`src/rtl/spi_seq_pkg.sv`:
```
// Shared AHB encodings, AHBspi register offsets and sequencer state encoding.
// SPI_SEQ_READBACK_EN adds the MISO readback states.
package spi_seq_pkg;

  localparam logic [1:0] HTRANS_IDLE   = 2'b00;
  localparam logic [1:0] HTRANS_NONSEQ = 2'b10;

  localparam logic [2:0] HSIZE_BYTE = 3'b000;
  localparam logic [2:0] HSIZE_HALF = 3'b001;
  localparam logic [2:0] HSIZE_WORD = 3'b010;

  localparam logic [31:0] OFS_CTRL = 32'h0;
  localparam logic [31:0] OFS_SS   = 32'h4;
  localparam logic [31:0] OFS_DATA = 32'h8;

  typedef enum logic [3:0] {
    S_IDLE,
    S_CFG_A,
    S_CFG_D,
    S_SS_A,
    S_SS_D,
    S_DAT_A,
    S_DAT_D,
    S_POLL_A,
    S_POLL_D,
    S_RESP
`ifdef SPI_SEQ_READBACK_EN
    ,
    S_RB_A,
    S_RB_D
`endif
  } seq_state_t;

  typedef enum logic [1:0] {
    X_IDLE,
    X_ADDR,
    X_DATA
  } xfer_phase_t;

endpackage

```
`src/rtl/ahb_single_xfer.sv`:
```
// One non-pipelined AHB-Lite transfer: a NONSEQ address phase, then an IDLE
// data phase held until hready. A new start may be launched on the completing edge.
module ahb_single_xfer
  import spi_seq_pkg::*;
(
  input  logic        clk,
  input  logic        rst,
  input  logic        start,
  input  logic [31:0] addr,
  input  logic        write,
  input  logic [2:0]  size,
  input  logic [31:0] wdata,
  input  logic        hready,
  input  logic [31:0] hrdata,
  output logic        busy,
  output logic        done,
  output logic [31:0] rdata,
  output logic [31:0] haddr,
  output logic [1:0]  htrans,
  output logic        hwrite,
  output logic [2:0]  hsize,
  output logic [31:0] hwdata
);

  xfer_phase_t phase;
  logic [31:0] wdata_q;

  always_ff @(posedge clk) begin
    if (rst) begin
      phase   <= X_IDLE;
      haddr   <= '0;
      htrans  <= HTRANS_IDLE;
      hwrite  <= 1'b0;
      hsize   <= HSIZE_WORD;
      hwdata  <= '0;
      wdata_q <= '0;
    end else if (hready) begin
      if (phase == X_ADDR) begin
        htrans <= HTRANS_IDLE;
        hwdata <= wdata_q;
        phase  <= X_DATA;
      end else if (phase == X_DATA) begin
        phase <= X_IDLE;
      end
      // A start on the completing edge overrides the return to idle.
      if (start && phase != X_ADDR) begin
        haddr   <= addr;
        hwrite  <= write;
        hsize   <= size;
        htrans  <= HTRANS_NONSEQ;
        wdata_q <= wdata;
        phase   <= X_ADDR;
      end
    end
  end

  assign busy  = (phase != X_IDLE);
  assign done  = (phase == X_DATA) && hready;
  assign rdata = hrdata;

endmodule

```
`src/rtl/spi_display_sequencer.sv`:
```
// AHB-Lite master that walks AHBspi through CTRL/SS/DATA writes and STATUS polling
// per request. SPI_SEQ_READBACK_EN adds a DATA readback whose word is returned.
//
// state    | meaning
// IDLE     | waiting for a request
// CFG_A/D  | CTRL write (first request after reset only)
// SS_A/D   | slave-select write (target differs from last one written)
// DAT_A/D  | DATA write, byte or halfword
// POLL_A/D | STATUS read until DONE_BIT or poll limit
// RB_A/D   | DATA readback (readback build only)
// RESP     | one-cycle response
module spi_display_sequencer
  import spi_seq_pkg::*;
#(
  parameter logic [31:0] BASE_ADDR  = 32'h5200_0000,
  parameter logic [31:0] CTRL_VALUE = 32'h0000_2040,
  parameter int          DONE_BIT   = 4,
  parameter int          POLL_LIMIT = 4096,
  parameter int          NSLAVES    = 32,
  localparam int         SSW        = $clog2(NSLAVES),
  localparam int         PCW        = $clog2(POLL_LIMIT) + 1
) (
  input  logic           HCLK,
  input  logic           HRESET,
  input  logic           req_valid_i,
  output logic           req_ready_o,
  input  logic [SSW-1:0] req_ss_i,
  input  logic           req_half_i,
  input  logic [15:0]    req_data_i,
  output logic           rsp_valid_o,
  output logic           rsp_err_o,
  output logic [31:0]    rsp_data_o,
  output logic [31:0]    HADDR,
  output logic [31:0]    HWDATA,
  output logic [1:0]     HTRANS,
  output logic           HWRITE,
  output logic [2:0]     HSIZE,
  input  logic [31:0]    HRDATA,
  input  logic           HREADY
);

  seq_state_t     state, nxt;
  logic           cfg_done, ss_valid, half_q, err_q;
  logic [SSW-1:0] last_ss, ss_q, eff_ss;
  logic [15:0]    data_q, eff_data;
  logic [PCW-1:0] poll_cnt;
  logic [31:0]    rsp_q;
  logic           eff_half, ss_hit, poll_ok, poll_last, accept;
  logic           x_start, x_write, x_busy, x_done;
  logic [31:0]    x_addr, x_wdata, x_rdata;
  logic [2:0]     x_size;

  // Accepting also needs a free bus so the first address phase can launch at once.
  assign req_ready_o = (state == S_IDLE) && !x_busy && HREADY;
  assign accept      = req_valid_i && req_ready_o;

  assign eff_ss    = (state == S_IDLE) ? req_ss_i   : ss_q;
  assign eff_half  = (state == S_IDLE) ? req_half_i : half_q;
  assign eff_data  = (state == S_IDLE) ? req_data_i : data_q;
  assign ss_hit    = ss_valid && (last_ss == eff_ss);
  assign poll_ok   = x_rdata[DONE_BIT];
  assign poll_last = (poll_cnt == PCW'(POLL_LIMIT - 1));

  always_comb begin
    nxt     = state;
    x_start = 1'b0;
    x_addr  = BASE_ADDR + OFS_CTRL;
    x_write = 1'b0;
    x_size  = HSIZE_WORD;
    x_wdata = '0;

    case (state)
      S_IDLE:   if (accept) nxt = !cfg_done ? S_CFG_A : (ss_hit ? S_DAT_A : S_SS_A);
      S_CFG_A:  if (HREADY) nxt = S_CFG_D;
      S_CFG_D:  if (x_done) nxt = ss_hit ? S_DAT_A : S_SS_A;
      S_SS_A:   if (HREADY) nxt = S_SS_D;
      S_SS_D:   if (x_done) nxt = S_DAT_A;
      S_DAT_A:  if (HREADY) nxt = S_DAT_D;
      S_DAT_D:  if (x_done) nxt = S_POLL_A;
      S_POLL_A: if (HREADY) nxt = S_POLL_D;
      S_POLL_D: begin
        if (x_done) begin
          if (poll_ok)
`ifdef SPI_SEQ_READBACK_EN
            nxt = S_RB_A;
`else
            nxt = S_RESP;
`endif
          else if (poll_last) nxt = S_RESP;
          else                nxt = S_POLL_A;
        end
      end
`ifdef SPI_SEQ_READBACK_EN
      S_RB_A:   if (HREADY) nxt = S_RB_D;
      S_RB_D:   if (x_done) nxt = S_RESP;
`endif
      S_RESP:   nxt = S_IDLE;
      default:  nxt = S_IDLE;
    endcase

    // Launch the transfer belonging to whichever address state is being entered.
    if (nxt != state) begin
      case (nxt)
        S_CFG_A: begin
          x_start = 1'b1;
          x_write = 1'b1;
          x_addr  = BASE_ADDR + OFS_CTRL;
          x_wdata = CTRL_VALUE;
        end
        S_SS_A: begin
          x_start = 1'b1;
          x_write = 1'b1;
          x_addr  = BASE_ADDR + OFS_SS;
          x_wdata = 32'd1 << eff_ss;
        end
        S_DAT_A: begin
          x_start = 1'b1;
          x_write = 1'b1;
          x_addr  = BASE_ADDR + OFS_DATA;
          x_size  = eff_half ? HSIZE_HALF : HSIZE_BYTE;
          x_wdata = eff_half ? {16'h0, eff_data} : {24'h0, eff_data[7:0]};
        end
        S_POLL_A: begin
          x_start = 1'b1;
          x_addr  = BASE_ADDR + OFS_CTRL;
        end
`ifdef SPI_SEQ_READBACK_EN
        S_RB_A: begin
          x_start = 1'b1;
          x_addr  = BASE_ADDR + OFS_DATA;
        end
`endif
        default: ;
      endcase
    end
  end

  always_ff @(posedge HCLK) begin
    if (HRESET) begin
      state    <= S_IDLE;
      cfg_done <= 1'b0;
      ss_valid <= 1'b0;
      last_ss  <= '0;
      ss_q     <= '0;
      half_q   <= 1'b0;
      data_q   <= '0;
      poll_cnt <= '0;
      err_q    <= 1'b0;
      rsp_q    <= '0;
    end else begin
      state <= nxt;
      if (accept) begin
        ss_q     <= req_ss_i;
        half_q   <= req_half_i;
        data_q   <= req_data_i;
        poll_cnt <= '0;
        err_q    <= 1'b0;
      end
      if (state == S_CFG_D && x_done) cfg_done <= 1'b1;
      if (state == S_SS_D && x_done) begin
        ss_valid <= 1'b1;
        last_ss  <= ss_q;
      end
      if (state == S_POLL_D && x_done) begin
        poll_cnt <= poll_cnt + PCW'(1);
        rsp_q    <= x_rdata;
        // A timed-out slave may be wedged; force SS to be rewritten next time.
        if (!poll_ok && poll_last) begin
          err_q    <= 1'b1;
          ss_valid <= 1'b0;
        end
      end
`ifdef SPI_SEQ_READBACK_EN
      if (state == S_RB_D && x_done) rsp_q <= x_rdata;
`endif
    end
  end

  assign rsp_valid_o = (state == S_RESP);
  assign rsp_err_o   = rsp_valid_o && err_q;
  assign rsp_data_o  = rsp_valid_o ? rsp_q : '0;

  ahb_single_xfer u_xfer (
    .clk    (HCLK),
    .rst    (HRESET),
    .start  (x_start),
    .addr   (x_addr),
    .write  (x_write),
    .size   (x_size),
    .wdata  (x_wdata),
    .hready (HREADY),
    .hrdata (HRDATA),
    .busy   (x_busy),
    .done   (x_done),
    .rdata  (x_rdata),
    .haddr  (HADDR),
    .htrans (HTRANS),
    .hwrite (HWRITE),
    .hsize  (HSIZE),
    .hwdata (HWDATA)
  );

endmodule

```
`config.mk`:
```
export PLATFORM = sky130hd
export DESIGN_NAME = spi_display_sequencer
export DESIGN_NICKNAME = d
export VERILOG_FILES = /design/src/rtl/spi_seq_pkg.sv /design/src/rtl/ahb_single_xfer.sv /design/src/rtl/spi_display_sequencer.sv
export SDC_FILE = /design/constraint.sdc
export NUM_CORES = 1
export LEC_CHECK = 0
export CAP_MARGIN = 20
export CORE_MARGIN = 4
export CORE_UTILIZATION = 46
export CTS_CLUSTER_SIZE = 20
export DETAILED_ROUTE_END_ITERATION = 16
export HOLD_SLACK_MARGIN = 0.05
export PLACE_DENSITY = 0.81
export SKIP_CTS_REPAIR_TIMING = 1
export SLEW_MARGIN = 20
export SYNTH_ARGS = -nofsm -noshare
export SYNTH_HDL_FRONTEND = slang
export SYNTH_SLANG_ARGS = --single-unit
```
`constraint.sdc`:
```
create_clock -name HCLK -period 3 [get_ports HCLK]
set_clock_uncertainty 0.1 [all_clocks]
set_input_delay 0.45 -clock HCLK [delete_from_list [all_inputs] [get_ports HCLK]]
set_output_delay 0.45 -clock HCLK [all_outputs]
set_load 0.03 [all_outputs]
```
==> impl_metrics.tcl <==
# flow metrics
set metrics [dict create \
    dr_wl_met2_mm 8.424 \
    antenna_found_initial 0 \
    synthSimpleGateAreaFrac_pct 28.15 \
    critPathBufInv 3 \
    fill_cells 1256 \
    nNetsFinal 1055 \
    top_area_share_pct 44.72 \
    worstPathArrival_ns 2.31 \
    status "completed" \
    utilization_pct 61.85 \
    cts_buffers 17 \
    crit_path_end_kind "output pin" \
    crit_required_ns 2.45 \
    clockRootBuffer "clkbuf_16" \
    setup_tns_ns 0 \
    yosys_area_mm2 0.006804 \
    m1WireLength_mm 7.642 \
    rsz0062_at_grt "no" \
    portBuffers 133 \
    htree_levels 4 \
    worstMarginPinSlew_ns 0.9134 \
    clk_path_buf_depth 2 \
    setup_slack_ns 0.1380 \
    p_switching_mw 1.316 \
    coreArea_mm2 0.01453 \
    swShare_pct 25.77 \
]
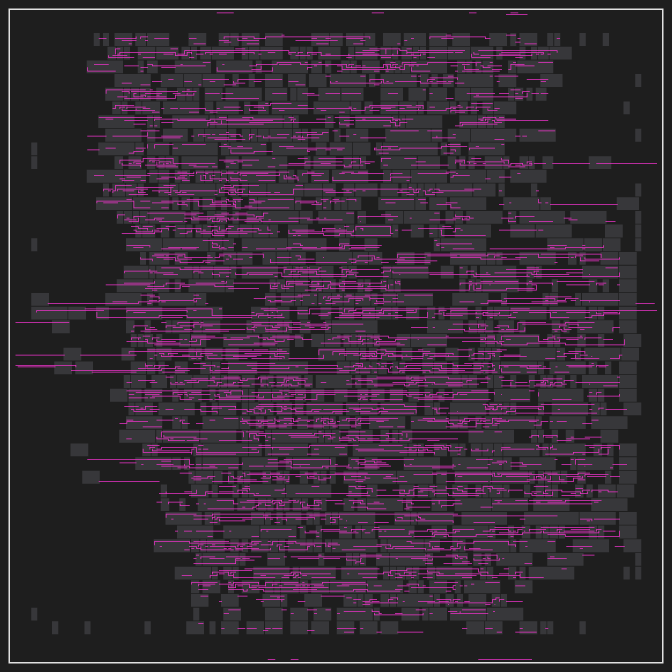
*M1 wires*
Cells faint in the background.
wire length on this layer = 7640 µm
share of all routed wire = 44%
longest straight run = 48.8 µm
final wirelength: 17.54 mm
vias: 6309

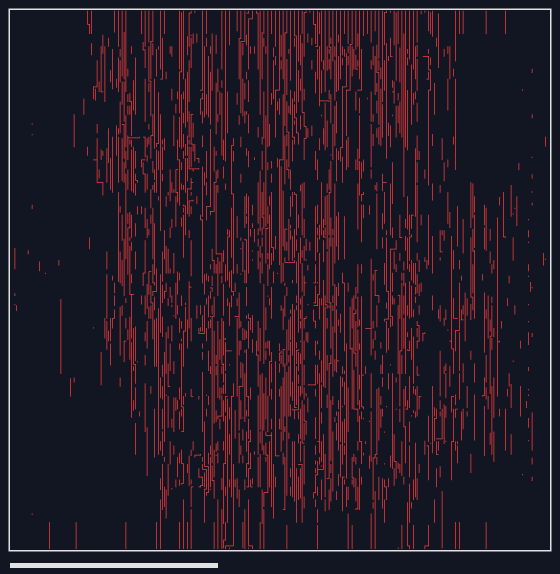
*M2 wires*
Scale bar: 50 µm.
main direction = vertical
share of all routed wire = 48%
nets with wire on the layer = 871
met2 GRT Util: 32.00%

